## src/rtl/regfile_wb_ctrl.sv

```systemverilog
`default_nettype none
// ============================================================================
// Module   : regfile_wb_ctrl
// Purpose  : Write-back controller for the single RV32I register-file write
//            port. ALU results (which cannot be stalled) take priority over
//            buffered load results. WAW order is preserved by killing older
//            loads to the same rd. A 32-bit pending-load scoreboard lets
//            decode stall on operands that a load still owes.
// Ports    : clk, reset            - clock, synchronous active-high reset
//            alu_valid/rd/data     - ALU result, no backpressure
//            ld_valid/ready/rd/data- load result handshake
//            ld_issue/ld_issue_rd  - load issued by decode (sets pending)
//            rs1_addr/rs2_addr     - decode operand queries
//            busy_rs1/rs2/rd       - pending-load indications
//            wr_addr/wr_data/wr_en_- registered write port, enable active-low
// Revision : 1.0 - initial release
// ============================================================================
module regfile_wb_ctrl #(
    parameter int XLEN     = 32,
    parameter int LQ_DEPTH = 2
) (
    input  logic            clk,
    input  logic            reset,
    input  logic            alu_valid,
    input  logic [4:0]      alu_rd,
    input  logic [XLEN-1:0] alu_data,
    input  logic            ld_valid,
    output logic            ld_ready,
    input  logic [4:0]      ld_rd,
    input  logic [XLEN-1:0] ld_data,
    input  logic            ld_issue,
    input  logic [4:0]      ld_issue_rd,
    input  logic [4:0]      rs1_addr,
    input  logic [4:0]      rs2_addr,
    output logic            busy_rs1,
    output logic            busy_rs2,
    output logic            busy_rd,
    output logic [4:0]      wr_addr,
    output logic [XLEN-1:0] wr_data,
    output logic            wr_en_
);

    localparam int PTR_W = (LQ_DEPTH > 1) ? $clog2(LQ_DEPTH) : 1;
    localparam int CNT_W = $clog2(LQ_DEPTH + 1);
    localparam logic [CNT_W-1:0] C_FULL = CNT_W'(LQ_DEPTH);

    // Load buffer storage
    logic [4:0]          r_q_rd   [LQ_DEPTH];
    logic [XLEN-1:0]     r_q_data [LQ_DEPTH];
    logic [LQ_DEPTH-1:0] r_q_kill;
    logic [PTR_W-1:0]    r_rd_ptr;
    logic [PTR_W-1:0]    r_wr_ptr;
    logic [CNT_W-1:0]    r_count;

    logic [31:0]         r_pending;
    logic [31:0]         w_pend_next;

    logic                r_wr_en_n;
    logic [4:0]          r_wr_addr;
    logic [XLEN-1:0]     r_wr_data;

    logic                w_empty;
    logic                w_ld_acc;
    logic                w_alu_live;
    logic                w_pop;
    logic                w_bypass;
    logic                w_push;
    logic                w_push_kill;
    logic                w_sel_valid;
    logic [4:0]          w_sel_rd;
    logic [XLEN-1:0]     w_sel_data;
    logic                w_sel_kill;
    logic                w_do_write;

    assign w_empty    = (r_count == '0);
    assign ld_ready   = (r_count != C_FULL);
    assign w_ld_acc   = ld_valid && ld_ready;
    assign w_alu_live = alu_valid && (alu_rd != 5'd0);

    // ALU always wins; loads drain in FIFO order, bypassing only when empty.
    assign w_pop       = !alu_valid && !w_empty;
    assign w_bypass    = !alu_valid && w_empty && w_ld_acc;
    assign w_push      = w_ld_acc && !w_bypass;
    // An accepted load is older than a same-cycle ALU result to the same rd.
    assign w_push_kill = w_alu_live && (ld_rd == alu_rd);

    always_comb begin
        w_sel_valid = 1'b0;
        w_sel_rd    = 5'd0;
        w_sel_data  = '0;
        w_sel_kill  = 1'b0;
        if (alu_valid) begin
            w_sel_valid = 1'b1;
            w_sel_rd    = alu_rd;
            w_sel_data  = alu_data;
        end else if (!w_empty) begin
            w_sel_valid = 1'b1;
            w_sel_rd    = r_q_rd[r_rd_ptr];
            w_sel_data  = r_q_data[r_rd_ptr];
            w_sel_kill  = r_q_kill[r_rd_ptr];
        end else if (w_ld_acc) begin
            w_sel_valid = 1'b1;
            w_sel_rd    = ld_rd;
            w_sel_data  = ld_data;
        end
    end

    assign w_do_write = w_sel_valid && (w_sel_rd != 5'd0) && !w_sel_kill;

    // Buffer payload carries no reset; validity is tracked by r_count.
    always_ff @(posedge clk) begin
        if (w_push) begin
            r_q_rd[r_wr_ptr]   <= ld_rd;
            r_q_data[r_wr_ptr] <= ld_data;
        end
    end

    always_ff @(posedge clk) begin
        if (reset) begin
            r_q_kill <= '0;
            r_rd_ptr <= '0;
            r_wr_ptr <= '0;
            r_count  <= '0;
        end else begin
            // Kill every buffered entry an in-flight ALU result supersedes.
            // Stale slots may be marked too; a push rewrites the kill bit.
            for (int i = 0; i < LQ_DEPTH; i++) begin
                if (w_alu_live && (r_q_rd[i] == alu_rd)) begin
                    r_q_kill[i] <= 1'b1;
                end
            end
            if (w_push) begin
                r_q_kill[r_wr_ptr] <= w_push_kill;
                r_wr_ptr           <= r_wr_ptr + PTR_W'(1);
            end
            if (w_pop) begin
                r_rd_ptr <= r_rd_ptr + PTR_W'(1);
            end
            case ({w_push, w_pop})
                2'b10:   r_count <= r_count + CNT_W'(1);
                2'b01:   r_count <= r_count - CNT_W'(1);
                default: r_count <= r_count;
            endcase
        end
    end

    // Scoreboard: clear on any consumed load (popped or bypassed), then
    // apply the issue so that a same-cycle set wins.
    always_comb begin
        w_pend_next = r_pending;
        if (w_pop || w_bypass) begin
            w_pend_next[w_sel_rd] = 1'b0;
        end
        if (ld_issue && (ld_issue_rd != 5'd0)) begin
            w_pend_next[ld_issue_rd] = 1'b1;
        end
        w_pend_next[0] = 1'b0;
    end

    always_ff @(posedge clk) begin
        if (reset) begin
            r_pending <= '0;
        end else begin
            r_pending <= w_pend_next;
        end
    end

    assign busy_rs1 = (rs1_addr != 5'd0) && r_pending[rs1_addr];
    assign busy_rs2 = (rs2_addr != 5'd0) && r_pending[rs2_addr];
    assign busy_rd  = (ld_issue_rd != 5'd0) && r_pending[ld_issue_rd];

    // Registered write port; address/data hold when no write is pulsed.
    always_ff @(posedge clk) begin
        if (reset) begin
            r_wr_en_n <= 1'b1;
            r_wr_addr <= 5'd0;
            r_wr_data <= '0;
        end else begin
            r_wr_en_n <= !w_do_write;
            if (w_do_write) begin
                r_wr_addr <= w_sel_rd;
                r_wr_data <= w_sel_data;
            end
        end
    end

    assign wr_en_  = r_wr_en_n;
    assign wr_addr = r_wr_addr;
    assign wr_data = r_wr_data;

endmodule
`default_nettype wire

```

## config.mk

```make
export PLATFORM = sky130hd
export DESIGN_NAME = regfile_wb_ctrl
export DESIGN_NICKNAME = d
export VERILOG_FILES = /design/src/rtl/regfile_wb_ctrl.sv
export SDC_FILE = /design/constraint.sdc
export NUM_CORES = 1
export LEC_CHECK = 0
export ABC_AREA = 1
export CORE_ASPECT_RATIO = 1.75
export CORE_MARGIN = 2
export CORE_UTILIZATION = 55
export DETAILED_ROUTE_END_ITERATION = 16
export PLACE_DENSITY = 0.86
export SYNTH_ARGS = -nofsm -noshare
export SYNTH_HDL_FRONTEND = slang
export SYNTH_SLANG_ARGS = --single-unit
```

## constraint.sdc

```tcl
create_clock -name clk -period 7.1 [get_ports clk]
set_input_delay 1.065 -clock clk [delete_from_list [all_inputs] [get_ports clk]]
set_output_delay 1.065 -clock clk [all_outputs]
set_load 0.05 [all_outputs]
```

Run 1, met1 routing:
Scale bar: 20 um. Supply wires on this layer in grey.
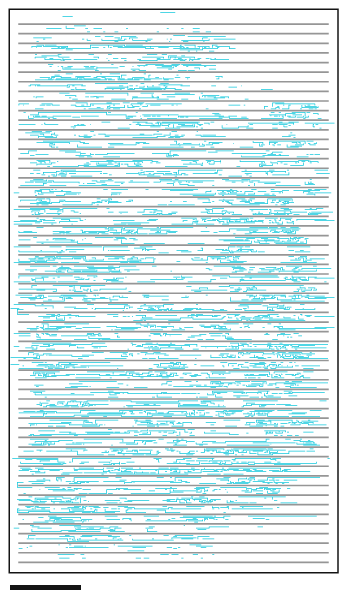
1,060 nets have wire on it. The layer carries 7,790 um of wire.

Run 1, M2 wires:
Cells faint in the background.
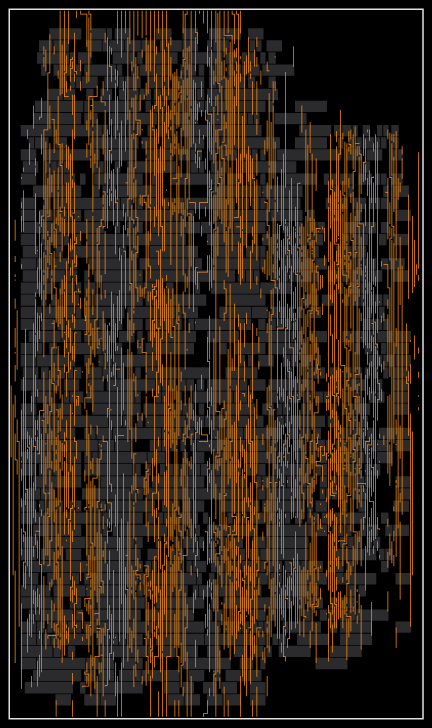
The layer carries 12,200 um of wire. 956 nets have wire on it.

Run 1, metal 3:
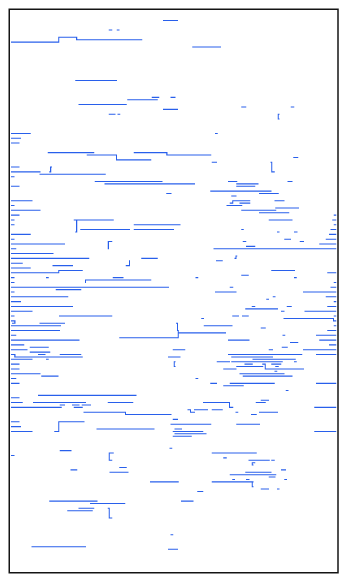
172 nets have wire on it. The layer carries 1,490 um of wire. The longest straight run is 44.4 um. The layer holds 6.6% of the routed length.

==> impl_metrics.env, run 1 <==
# physical design summary
export IMPL_outcome="complete, no violations"
export IMPL_yosys_area_share_simple=0.2241
export IMPL_layout_nonclk_buf_frac=0.1471
export IMPL_ys_flops=150
export IMPL_clk_pin_slew_ns=0.06
export IMPL_post_drt_wl_per_cell_um=18.33
export IMPL_drt_wl_total_um=22810
export IMPL_vias=7309
export IMPL_nClkBuffers=18
export IMPL_synth_avg_cell_area_um2=7.976
export IMPL_path_max_fanout=16
export IMPL_fp_dieW_um=92.59
export IMPL_finalMaxSlewViolations=0
export IMPL_yosys_cell_types_count=39
export IMPL_synthCells=947
export IMPL_grt_max_degree=69
export IMPL_ff_count=150
export IMPL_finalPower_mw=3.362
export IMPL_flop_area_um2=3744
export IMPL_grt_met1_usage=0.3257
export IMPL_largest_register_ffs=64
export IMPL_dp_cells=1212
export IMPL_combGateArea_um2=3321
export IMPL_worstPathCellList="clkdlybuf4s50_1, inv_1, nor2_1, a22oi_1, a21boi_0, nor3_1, nand2_1, clkdlybuf4s50_1"
export IMPL_clk_share=0.06690
export IMPL_swShare=0.3865
export IMPL_met2_usage=0.5670
export IMPL_final_cell_count_no_fill=1244
export IMPL_io_pins=136
export IMPL_postSynthSeqShare=0.4956
export IMPL_p_switching_mw=1.299
export IMPL_area_delta_synth_final_pct=27.02
export IMPL_crit_family="buffers and inverters"
export IMPL_holdWs_ns=0.4591
export IMPL_cp_end_kind="output pin"
export IMPL_cts_hold_fix_buffers=0
export IMPL_worst_pin_slew_ns=1.179
export IMPL_comb_share=0.3461
export IMPL_place_hpwl_um=15340
export IMPL_worstHoldPathCells=2
export IMPL_largest_class="flip-flops and latches"
export IMPL_power_group_top="combinational cells"
export IMPL_pg_clk_uw=990
export IMPL_clkPwrFrac=0.294
export IMPL_rsz0062_at_grt="no"
export IMPL_synth_area_top_cells="edfxtp_1, dfxtp_1, nand2_1"
export IMPL_dpl_cell_area_um2=8952
export IMPL_period_used=0.7022
export IMPL_r2r_start="r_count[0]"
export IMPL_setup_violations=0
export IMPL_route_met2_wl_um=12250
export IMPL_ant_nets=0
export IMPL_fmax_mhz=200.6
export IMPL_fp_nets=1042
export IMPL_io_buffers=135
export IMPL_fin_crit_ns=4.986
export IMPL_crit_type="primary input to output pin"
export IMPL_power_density_nw_per_um2=350.4
export IMPL_regMostFlops="r_q_data"
export IMPL_cp_num_buf_inv=3
export IMPL_final_area_um2=9594
export IMPL_cpPeakStageDelay_ns=0.81
export IMPL_fin_worst_skew_ns=0.01256
export IMPL_fill_cells=1026
export IMPL_drive_gt1_frac=0.06075
export IMPL_endpoint="busy_rd"
export IMPL_lay_top_count="nand2_1"
export IMPL_drc=0
export IMPL_ir_worst_vdd_mv=0.3289
export IMPL_pre_cts_ws_ns=2.197
export IMPL_synth_dominant_cell_count="nand2_1"
export IMPL_yosys_cells=947
export IMPL_leakage_nw=3.864
export IMPL_adder_share=0.001656
export IMPL_grt_busiest_layer="met2"
export IMPL_path_depth=8
export IMPL_final_cell_mix="nand2_1, clkdlybuf4s50_1, a21oi_1, dfxtp_1, edfxtp_1"
export IMPL_buffers_excl_clock=143
export IMPL_tool_warnings=26
export IMPL_min_path_type="register to register"
export IMPL_antenna_found_initial=0
export IMPL_taps=174
export IMPL_edf_count=74
export IMPL_top_area_cell="edfxtp_1"
export IMPL_aoi_share=0.1951
export IMPL_comb_cell_power_mw=1.21
export IMPL_netlist_area_um2=7553
export IMPL_logic_family="simple AND/OR/NAND/NOR gates"
export IMPL_arrival_ns=3.92
export IMPL_cts_root_buf="clkbuf_16"
export IMPL_ff_type="dfxtp_1"
export IMPL_viasPerCell=5.875
export IMPL_r2r_slack_ns=4.12
export IMPL_min_delay_start="wr_addr[4]"
export IMPL_combPwrFrac=0.360
export IMPL_clk_path_buf_depth=2
export IMPL_finalWorstSetupSlack_ns=2.114
export IMPL_fp_util=0.5644
export IMPL_yosys_area_um2=7553
export IMPL_ys_warn_count=0
export IMPL_p_int_mw=2.062
export IMPL_seqPwrFrac=0.345
--- run 2 (diff from run 1) ---
--- a/config.mk
+++ b/config.mk
@@ -8,9 +8,9 @@
 export ABC_AREA = 1
 export CORE_ASPECT_RATIO = 1.75
 export CORE_MARGIN = 2
-export CORE_UTILIZATION = 55
+export CORE_UTILIZATION = 48
 export DETAILED_ROUTE_END_ITERATION = 16
-export PLACE_DENSITY = 0.86
+export PLACE_DENSITY = 0.8
 export SYNTH_ARGS = -nofsm -noshare
 export SYNTH_HDL_FRONTEND = slang
 export SYNTH_SLANG_ARGS = --single-unit
==> constraint.sdc (replaced) <==
create_clock -name clk -period 4.4 [get_ports clk]
set_input_delay 0.66 -clock clk [delete_from_list [all_inputs] [get_ports clk]]
set_output_delay 0.66 -clock clk [all_outputs]
set_load 0.05 [all_outputs]
==> run 2 against run 1 <==
- synthesized area unchanged
- critical path type unchanged
- non-clock buffer count increased by 6
- largest power group unchanged
- utilization decreased by 9.0 points
- worst setup slack got worse by 1.4 ns
- global-route usage decreased by 4.0 points
- flip-flop count unchanged
- clock-buffer cell count unchanged
- register-to-register slack got worse by 2.5 ns
- clock skew about the same
==> impl_metrics.env, run 2 <==
# physical design summary
export IMPL_rsz0062_at_grt="no"
export IMPL_combGateArea_um2=3321
export IMPL_worst_pin_slew_ns=1.102
export IMPL_fp_nets=1042
export IMPL_regMostFlops="r_q_data"
export IMPL_r2r_start="r_rd_ptr"
export IMPL_min_path_type="register to register"
export IMPL_pg_clk_mw=1.53
export IMPL_synthCells=947
export IMPL_wl_met1_um=7831
export IMPL_io_buffers=135
export IMPL_grt_met1_usage=0.2670
export IMPL_power_group_top="combinational cells"
export IMPL_htreeDepth=4
export IMPL_dp_cells=1230
export IMPL_clk_pin_slew_ns=0.06
export IMPL_adder_share=0.001656
export IMPL_dpl_cell_area_um2=9025
export IMPL_antenna_found_initial=0
export IMPL_fmax_mhz=269.8
export IMPL_ir_worst_vdd_mv=0.4570
export IMPL_fp_util=0.4908
export IMPL_period_used=0.8422
export IMPL_yosys_area_share_simple=0.2241
export IMPL_leakage_nw=3.894
export IMPL_cp_num_buf_inv=3
export IMPL_cp_startpoint="ld_issue_rd[1]"
export IMPL_num_rows=60
export IMPL_grt_max_degree=55
export IMPL_lay_top_count="nand2_1"
export IMPL_drc=0
export IMPL_comb_share=0.3440
export IMPL_taps=186
export IMPL_vias=7067
export IMPL_combPwrFrac=0.364
export IMPL_grt_pass1_vias=6991
export IMPL_ys_warn_count=0
export IMPL_largest_class="flip-flops and latches"
export IMPL_yosys_area_um2=7553
export IMPL_clkPwrFrac=0.286
export IMPL_r2r_slack_ns=1.64
export IMPL_largest_register_ffs=64
export IMPL_io_pins=136
export IMPL_drt_wl_total_um=22940
export IMPL_postSynthSeqShare=0.4956
export IMPL_fin_crit_ns=3.706
export IMPL_path_depth=8
export IMPL_tool_warnings=26
export IMPL_pre_cts_ws_ns=0.7100
export IMPL_final_cell_count_no_fill=1262
export IMPL_area_delta_synth_final_pct=27.81
export IMPL_clk_path_buf_depth=2
export IMPL_wl_met3_um=1231
export IMPL_cts_hold_fix_buffers=0
export IMPL_arrival_ns=3.05
export IMPL_logic_family="simple AND/OR/NAND/NOR gates"
export IMPL_ant_nets=0
export IMPL_buffers_excl_clock=149
export IMPL_final_area_um2=9654
export IMPL_flop_area_um2=3744
export IMPL_top_area_cell="edfxtp_1"
export IMPL_endpoint="busy_rd"
export IMPL_fill_cells=1271
export IMPL_cp_end_kind="output pin"
export IMPL_xor_share=0.01739
export IMPL_cpPeakStageDelay_ns=0.80
export IMPL_edf_count=74
export IMPL_holdWs_ns=0.4627
export IMPL_ff_type="dfxtp_1"
export IMPL_p_switching_mw=2.041
export IMPL_layout_nonclk_buf_frac=0.1522
export IMPL_insertedDiodeCount=0
export IMPL_power_density_nw_per_um2=553.0
export IMPL_ys_flops=150
export IMPL_crit_type="primary input to output pin"
export IMPL_cts_root_buf="clkbuf_16"
export IMPL_comb_cell_power_mw=1.95
export IMPL_seqPwrFrac=0.349
export IMPL_finalWorstSetupSlack_ns=0.6942
export IMPL_crit_family="buffers and inverters"
export IMPL_cts_made_buffers=17
export IMPL_min_delay_start="wr_addr[0]"
export IMPL_synth_area_top_cells="edfxtp_1, dfxtp_1, nand2_1"
export IMPL_synth_dominant_cell_count="nand2_1"
export IMPL_setup_violations=0
export IMPL_netlist_area_um2=7553
export IMPL_hold_violations=0
export IMPL_worstHoldPathCells=2
export IMPL_drive_gt1_frac=0.06691
export IMPL_place_hpwl_um=16290
export IMPL_fin_worst_skew_ns=0.01263
export IMPL_p_int_mw=3.297
export IMPL_fp_dieW_um=98.83
export IMPL_ff_count=150
export IMPL_swShare=0.3823
export IMPL_aoi_share=0.1951
export IMPL_worstPathCellList="clkdlybuf4s50_1, nand2_1, inv_1, a22oi_1, a21boi_0, nor3_1, nand2_1, clkdlybuf4s50_1"
export IMPL_nClkBuffers=18
export IMPL_finalMaxSlewViolations=0
export IMPL_outcome="complete, no violations"
export IMPL_finalPower_mw=5.338
export IMPL_gr_total_overflow=0
export IMPL_path_max_fanout=15
export IMPL_synth_avg_cell_area_um2=7.976
export IMPL_final_cell_mix="nand2_1, clkdlybuf4s50_1, a21oi_1, dfxtp_1, edfxtp_1"
export IMPL_yosys_cells=947
export IMPL_route_met2_wl_um=12420
export IMPL_clk_share=0.06519
export IMPL_viasPerCell=5.600
export IMPL_yosys_cell_types_count=39
Run 2, M2 wires:
Cells faint in the background.
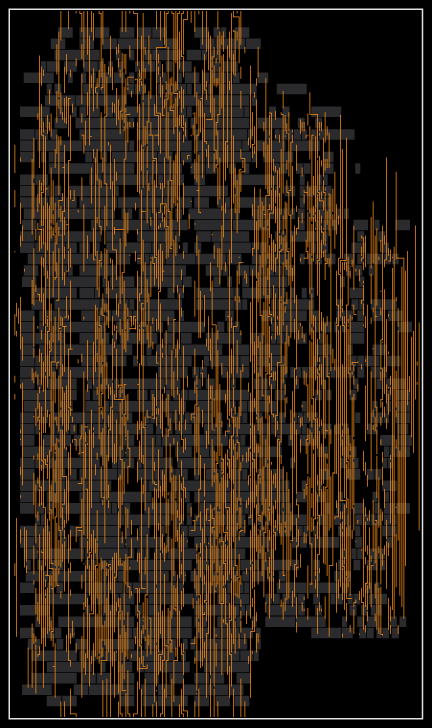
The wires run mostly vertical. The layer carries 12,400 um of wire. 908 nets have wire on it.

Run 2, routing congestion map:
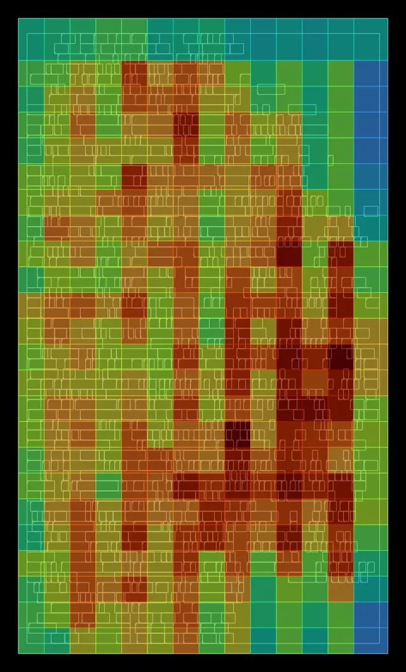
M2 GR Usage: 0.5159
met3 Use GR: 0.04682
GRT Max-Usage Layer: met2
Post-Route Utilization: 0.6273
wire length per cell: 18.18 um

--- run 3 (diff from run 2) ---
--- a/config.mk
+++ b/config.mk
@@ -8,9 +8,9 @@
 export ABC_AREA = 1
 export CORE_ASPECT_RATIO = 1.75
 export CORE_MARGIN = 2
-export CORE_UTILIZATION = 48
+export CORE_UTILIZATION = 53
 export DETAILED_ROUTE_END_ITERATION = 16
-export PLACE_DENSITY = 0.8
+export PLACE_DENSITY = 0.83
 export SYNTH_ARGS = -nofsm -noshare
 export SYNTH_HDL_FRONTEND = slang
 export SYNTH_SLANG_ARGS = --single-unit
==> constraint.sdc (replaced) <==
create_clock -name clk -period 3.8 [get_ports clk]
set_input_delay 0.57 -clock clk [delete_from_list [all_inputs] [get_ports clk]]
set_output_delay 0.57 -clock clk [all_outputs]
set_load 0.05 [all_outputs]
==> run 3 against run 2 <==
- global-route usage up 2.8 points
- design area about the same
- sequential share of layout area about the same
==> impl_metrics.env, run 3 <==
# physical design summary
export IMPL_clk_path_buf_depth=2
export IMPL_cp_num_buf_inv=4
export IMPL_swShare=0.3980
export IMPL_setup_violations=0
export IMPL_worstPathCellList="clkdlybuf4s50_1, inv_1, a21oi_1, o21ai_0, o31ai_1, nand2_1, nand2_1, inv_1, o21ai_0, nand2_1, nand2_1, buf_12"
export IMPL_ir_worst_vdd_mv=0.6192
export IMPL_combPwrFrac=0.375
export IMPL_final_cell_mix="nand2_1, clkdlybuf4s50_1, a21oi_1, dfxtp_1, edfxtp_1"
export IMPL_adder_share=0.001656
export IMPL_edf_count=74
export IMPL_grt_busiest_layer="met2"
export IMPL_io_buffers=135
export IMPL_cp_startpoint="rs2_addr[1]"
export IMPL_final_util=0.6944
export IMPL_antenna_found_initial=0
export IMPL_finalPower_mw=6.149
export IMPL_synth_area_top_cells="edfxtp_1, dfxtp_1, nand2_1"
export IMPL_grt_max_degree=55
export IMPL_fin_worst_skew_ns=0.008972
export IMPL_xor_share=0.01739
export IMPL_cts_root_buf="clkbuf_16"
export IMPL_p_int_mw=3.701
export IMPL_r2r_slack_ns=1.03
export IMPL_final_nets=1162
export IMPL_ys_flops=150
export IMPL_rsz0062_at_grt="no"
export IMPL_final_area_um2=9657
export IMPL_finalMaxSlewViolations=0
export IMPL_route_met2_wl_um=12370
export IMPL_cp_end_kind="output pin"
export IMPL_crit_family="buffers and inverters"
export IMPL_pre_cts_ws_ns=0.6509
export IMPL_drc=0
export IMPL_nClkBuffers=18
export IMPL_seqPwrFrac=0.353
export IMPL_grt_pass1_vias=7350
export IMPL_path_depth=12
export IMPL_yosys_area_um2=7553
export IMPL_top_area_cell="edfxtp_1"
export IMPL_comb_share=0.3439
export IMPL_hold_violations=0
export IMPL_ff_type="dfxtp_1"
export IMPL_cts_resized=0
export IMPL_postSynthSeqShare=0.4956
export IMPL_period_used=0.8334
export IMPL_cpPeakStageDelay_ns=0.80
export IMPL_pg_clk_mw=1.67
export IMPL_leakage_nw=3.910
export IMPL_cts_hold_fix_buffers=0
export IMPL_synth_avg_cell_area_um2=7.976
export IMPL_power_group_top="combinational cells"
export IMPL_crit_type="primary input to output pin"
export IMPL_fill_cells=1103
export IMPL_min_delay_start="wr_data[25]"
export IMPL_area_delta_synth_final_pct=27.84
export IMPL_synthCells=947
export IMPL_synth_dominant_cell_count="nand2_1"
export IMPL_final_cell_count_no_fill=1257
export IMPL_clk_pin_slew_ns=0.06
export IMPL_htreeDepth=4
export IMPL_cts_num_sinks=150
export IMPL_fp_nets=1042
export IMPL_outcome="complete, no violations"
export IMPL_cts_made_buffers=17
export IMPL_worstHoldPathCells=2
export IMPL_num_rows=57
export IMPL_tool_warnings=26
export IMPL_fin_crit_ns=3.167
export IMPL_largest_class="flip-flops and latches"
export IMPL_ff_count=150
export IMPL_aoi_share=0.1951
export IMPL_wl_met3_um=1226
export IMPL_clkPwrFrac=0.272
export IMPL_buffers_excl_clock=153
export IMPL_slowest_stage="clkdlybuf4s50_1"
export IMPL_flop_area_um2=3744
export IMPL_netlist_area_um2=7553
export IMPL_largest_register_ffs=64
export IMPL_regMostFlops="r_q_data"
export IMPL_comb_cell_power_mw=2.31
export IMPL_endpoint="busy_rs2"
export IMPL_power_density_nw_per_um2=636.7
export IMPL_clk_share=0.06038
export IMPL_yosys_area_share_simple=0.2241
export IMPL_dp_cells=1225
export IMPL_wl_met1_um=7908
export IMPL_lay_top_count="nand2_1"
export IMPL_holdWs_ns=0.4856
export IMPL_taps=177
export IMPL_combGateArea_um2=3321
export IMPL_viasPerCell=5.848
export IMPL_yosys_cells=947
export IMPL_worst_pin_slew_ns=1.065
export IMPL_insertedDiodeCount=0
export IMPL_p_switching_mw=2.447
export IMPL_fp_dieW_um=94.25
export IMPL_finalWorstSetupSlack_ns=0.6331
export IMPL_dpl_cell_area_um2=9074
export IMPL_arrival_ns=2.60
export IMPL_drive_gt1_frac=0.07222
export IMPL_yosys_cell_types_count=39
export IMPL_drv_cap=0
export IMPL_fp_util=0.5431
export IMPL_fmax_mhz=315.8
export IMPL_logic_family="simple AND/OR/NAND/NOR gates"
export IMPL_gr_total_overflow=0
export IMPL_logic_gates=676
export IMPL_r2r_cells=12
export IMPL_ys_warn_count=0
export IMPL_min_path_type="register to register"
export IMPL_met2_usage=0.5620
Run 3, routing congestion map:
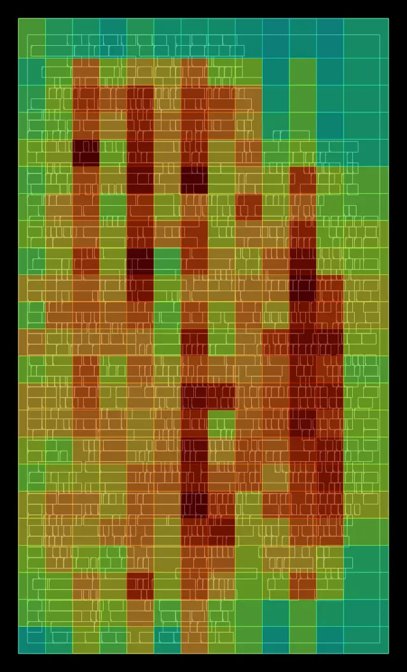
met1 usage: 0.3161
met3 Use GR: 0.05334
wire length per cell: 17.95 um

Run 3, M4 wires:
Supply wires on this layer in grey.
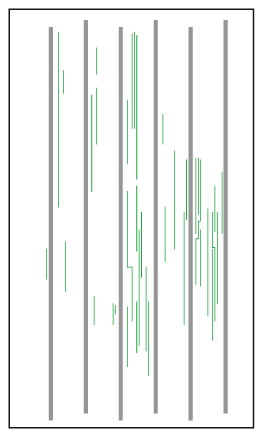
The layer carries 1,060 um of wire. The longest straight run is 68.0 um. 34 nets have wire on it.

No activity file was given, so power comes from the tool's default toggle rates.
